Figure 1. Wires at chosen ports, followed through buffers (run 1).
(6 px per µm)
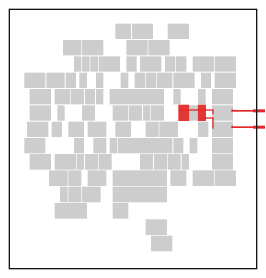
Figure 2. Placed standard cells (run 1).
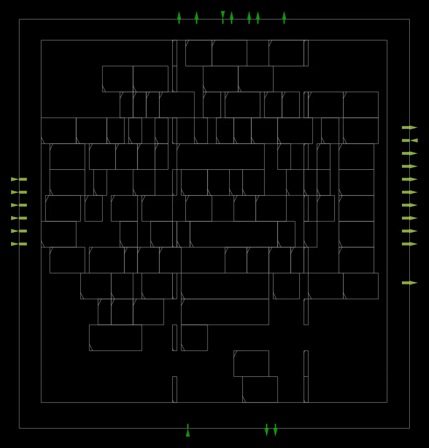
Figure 3. I/O pins on the die edge (run 1).
(12 px per µm) Pins as bars across the die edge, other pins in grey.
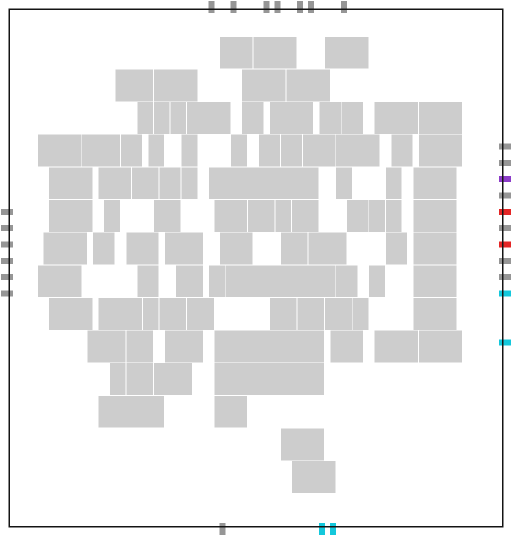
File: config.mk
export PLATFORM = sky130hd
export DESIGN_NAME = mc_control_fsm
export DESIGN_NICKNAME = d
export VERILOG_FILES = /design/src/rtl/mc_control_fsm.sv
export SDC_FILE = /design/constraint.sdc
export NUM_CORES = 1
export LEC_CHECK = 0
export CAP_MARGIN = 10
export CORE_AREA = 2 2 39 41
export CTS_BUF_LIST = sky130_fd_sc_hd__clkbuf_2 sky130_fd_sc_hd__clkbuf_4 sky130_fd_sc_hd__clkbuf_8
export DETAILED_ROUTE_END_ITERATION = 7
export DIE_AREA = 0 0 41 43
export PLACE_DENSITY = 0.79
export SLEW_MARGIN = 5
export SYNTH_ARGS = -nofsm -noshare
export SYNTH_HDL_FRONTEND = slang
export SYNTH_SLANG_ARGS = --single-unit
File: constraint.sdc
create_clock -name CLK -period 2.6 [get_ports CLK]
set_input_delay 0.39 -clock CLK [delete_from_list [all_inputs] [get_ports CLK]]
set_output_delay 0.39 -clock CLK [all_outputs]
set_load 0.005 [all_outputs]
File: src/rtl/mc_control_fsm.sv
// Main control FSM for the multicycle datapath: a Moore machine that sequences
// instruction fetch, decode and the per-opcode execute/memory/write-back phases.
module mc_control_fsm #(
    parameter int OPW = 6,
    parameter int STW = 4
) (
    input  logic           CLK,
    input  logic           RST,
    input  logic [OPW-1:0] Opcode,
    input  logic           Zero,
    output logic           IRWrite,
    output logic           PCWrite,
    output logic           MemWrite,
    output logic           RegWrite,
    output logic           IorD,
    output logic           MemtoReg,
    output logic           RegDst,
    output logic           ALUSrcA,
    output logic [1:0]     ALUSrcB,
    output logic [1:0]     ALUOp,
    output logic [1:0]     PCSrc,
    output logic [STW-1:0] State
);

    typedef enum logic [3:0] {
        FETCH    = 4'd0,
        DECODE   = 4'd1,
        MEMADR   = 4'd2,
        MEMREAD  = 4'd3,
        MEMWB    = 4'd4,
        MEMWRITE = 4'd5,
        EXECUTE  = 4'd6,
        ALUWB    = 4'd7,
        BRANCH   = 4'd8,
        ADDIEXEC = 4'd9,
        ADDIWB   = 4'd10,
        JUMP     = 4'd11
    } state_t;

    localparam logic [OPW-1:0] OP_LW    = OPW'(6'b100011);
    localparam logic [OPW-1:0] OP_SW    = OPW'(6'b101011);
    localparam logic [OPW-1:0] OP_RTYPE = OPW'(6'b000000);
    localparam logic [OPW-1:0] OP_BEQ   = OPW'(6'b000100);
    localparam logic [OPW-1:0] OP_ADDI  = OPW'(6'b001000);
    localparam logic [OPW-1:0] OP_J     = OPW'(6'b000010);

    state_t state, next_state;

    logic ir_write, pc_write_u, branch, mem_write, reg_write;

    // NOTE: sequential state uses non-blocking assignments so every flop
    // samples the pre-edge value, independent of block ordering.
    always_ff @(posedge CLK or posedge RST) begin
        if (RST) state <= FETCH;
        else     state <= next_state;
    end

    // NOTE: next_state gets a default before the case so no path leaves it
    // unassigned, which would infer a latch.
    always_comb begin
        next_state = FETCH;
        case (state)
            FETCH:  next_state = DECODE;
            DECODE: begin
                if (Opcode == OP_LW || Opcode == OP_SW) next_state = MEMADR;
                else if (Opcode == OP_RTYPE)            next_state = EXECUTE;
                else if (Opcode == OP_BEQ)              next_state = BRANCH;
                else if (Opcode == OP_ADDI)             next_state = ADDIEXEC;
                else if (Opcode == OP_J)                next_state = JUMP;
                else                                    next_state = FETCH;
            end
            MEMADR:   next_state = (Opcode == OP_SW) ? MEMWRITE : MEMREAD;
            MEMREAD:  next_state = MEMWB;
            EXECUTE:  next_state = ALUWB;
            ADDIEXEC: next_state = ADDIWB;
            default:  next_state = FETCH;
        endcase
    end

    always_comb begin
        ir_write   = 1'b0;
        pc_write_u = 1'b0;
        branch     = 1'b0;
        mem_write  = 1'b0;
        reg_write  = 1'b0;
        IorD       = 1'b0;
        MemtoReg   = 1'b0;
        RegDst     = 1'b0;
        ALUSrcA    = 1'b0;
        ALUSrcB    = 2'b00;
        ALUOp      = 2'b00;
        PCSrc      = 2'b00;
        case (state)
            FETCH: begin
                ir_write   = 1'b1;
                pc_write_u = 1'b1;
                ALUSrcB    = 2'b01;
            end
            DECODE:   ALUSrcB = 2'b11;
            MEMADR: begin
                ALUSrcA = 1'b1;
                ALUSrcB = 2'b10;
            end
            MEMREAD:  IorD = 1'b1;
            MEMWB: begin
                reg_write = 1'b1;
                MemtoReg  = 1'b1;
            end
            MEMWRITE: begin
                IorD      = 1'b1;
                mem_write = 1'b1;
            end
            EXECUTE: begin
                ALUSrcA = 1'b1;
                ALUOp   = 2'b10;
            end
            ALUWB: begin
                reg_write = 1'b1;
                RegDst    = 1'b1;
            end
            BRANCH: begin
                ALUSrcA = 1'b1;
                ALUOp   = 2'b01;
                PCSrc   = 2'b01;
                branch  = 1'b1;
            end
            ADDIEXEC: begin
                ALUSrcA = 1'b1;
                ALUSrcB = 2'b10;
            end
            ADDIWB:   reg_write = 1'b1;
            JUMP: begin
                pc_write_u = 1'b1;
                PCSrc      = 2'b10;
            end
            default: ;
        endcase
    end

    // Enables are masked by the raw reset so nothing writes while RST is held.
    assign IRWrite  = ir_write & ~RST;
    assign PCWrite  = (pc_write_u | (branch & Zero)) & ~RST;
    assign MemWrite = mem_write & ~RST;
    assign RegWrite = reg_write & ~RST;
    assign State    = STW'(state);

endmodule
==> run notes, run 1 <==
fresh numbers from the pnr run: Worst setup endpoint=ALUSrcB[1], pwr/cell area=803 mW/mm², clkbuf count=3, Area leader share=about a fifth, post-layout util=between 50 and 60%, status=finished, final reports clean, Commonest flop=dfrtp_1, die height=approximately 43 µm, Synth Cell Area=approximately 490 µm², met2 routed WL=615 µm, Top area cell types=dfrtp_1 21%, nor3_1 8.2%, nor2_1 6.9%, max reg flops=4, internal power=around 350 µW, Combinational Area=327 µm², reg2reg end=State[1]$_DFF_PP0_, routing usage on met2=approximately a quarter, most frequent logic cell in the layout=clkdlybuf4s50_1, FF-to-FF path depth=3, Seq cells post-synth=4, Post-Route WL=roughly 1200 µm, slew at the pin with the worst max-slew slack=between 0.4 and 0.5 ns, ao+oa area frac=a little under a fifth, total power=~600 µW
About Figure 1:
red -> `PCSrc`  # bits 2, direction output, end cells 2, buffers 2, wire 17.2 µm

About Figure 2:
Seq area share: 13.5%
Seq Cell Count: 4
Core Region: 0.00138 mm²
row cnt: 14

About Figure 3:
purple -> `MemtoReg`  # pins 1, direction output, edge right
red -> `PCSrc`  # pins 2, direction output, edge right
cyan -> `State`  # pins 4, direction output, edge 2 right, 2 bottom
all pins by edge = 11 right, 7 top, 6 left, 3 bottom

Figure 4. Signal wires by layer (run 1).
(12 px per µm) Two of the layers only.
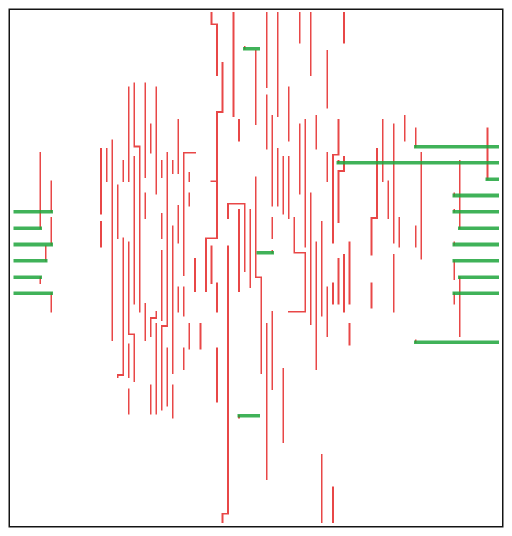

==> run 1 -> run 2 <==
- CAP_MARGIN: 10 -> default
- GPL_TIMING_DRIVEN: default -> 0
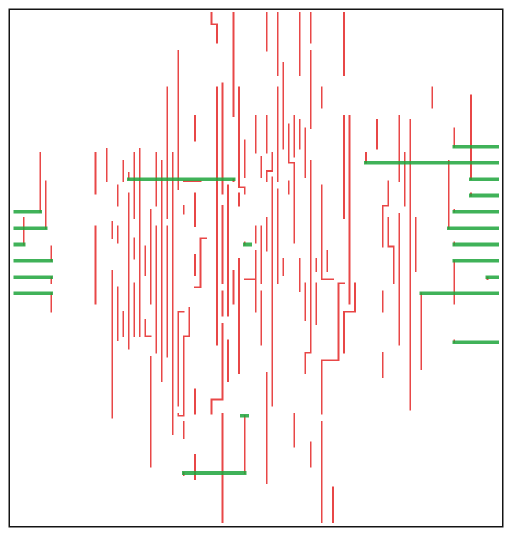
Figure 5: run 2, signal wires by layer.
(12 px per µm) Two of the layers only.
green -> metal 3  # wire length 72.8 µm
red -> metal 2  # wire length 680 µm
wire per inst: 11.9 µm
Post-Route WL: 1320 µm
GRT Resource Usage Total: 17.2%

==> run 2 against run 1 <==
Sequential power is 35% lower. Design area is 6.8% higher. Sequential share of layout area is 0.86 points lower. Sequential cell count stayed put. Final cell count is 3.7% higher. Core utilization is 3.6 points higher. Critical path depth is 1 higher. Maximum frequency is 7.9% higher. Non-clock buffer count is 4 higher. Via count is 4.2% higher. Power is 8.6% higher. Synthesized area stayed put.
==> run notes, run 2 <==
fresh numbers from the pnr run: CTS H-tree depth=1, simple share=41.0%, reg2reg end=State[0]$_DFF_PP0_, critical path capture point type=primary output, max reg flops=4, Synth Cell Area=roughly 500 µm², met2 routed WL=679 µm, status=finished, final reports clean, post-layout util=57.1%, internal power=slightly below 400 µW, clkbuf count=3, First-pass DRT Iterations=4, switching share of power=39.1%, part of the power in combinational logic=71.9%, row cnt=14, Top area cell types=dfrtp_1 21%, nor3_1 8.2%, nor2_1 6.9%, unrepaired setup endpoints after global routing=no, CTS Sinks=4, Area leader share=around a fifth, slew at the pin with the worst max-slew slack=0.323 ns, period utilization=around 85%, Commonest flop=dfrtp_1, pwr/cell area=approximately 820 mW/mm², FF-to-FF path depth=4, most frequent logic cell in the layout=clkdlybuf4s50_1, total power=646 µW, routing usage on met2=26.9%, ao+oa area frac=approximately a fifth, Combinational Area=roughly 330 µm², gr busiest metal=met2
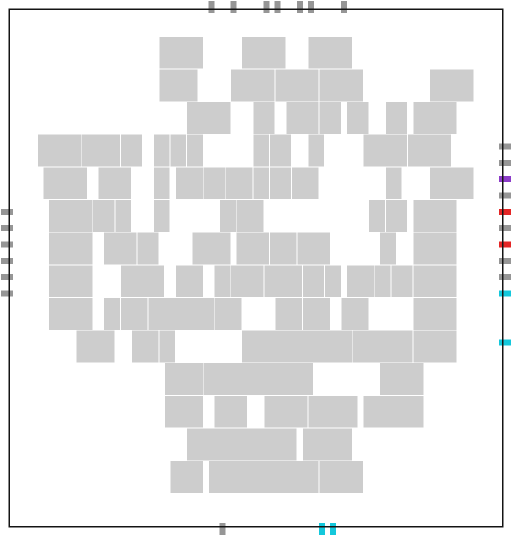
Figure 6: run 2, I/O pins on the die edge.
(12 px per µm) Pins as bars across the die edge, other pins in grey.
cyan -> `State`  # pins 4, direction output, edge 2 right, 2 bottom
purple -> `MemtoReg`  # pins 1, direction output, edge right
red -> `PCSrc`  # pins 2, direction output, edge right
all pins by edge = 11 right, 7 top, 6 left, 3 bottom
number of port buffers: 26
die height: 43 µm

Power and IR drop assume default switching activity.
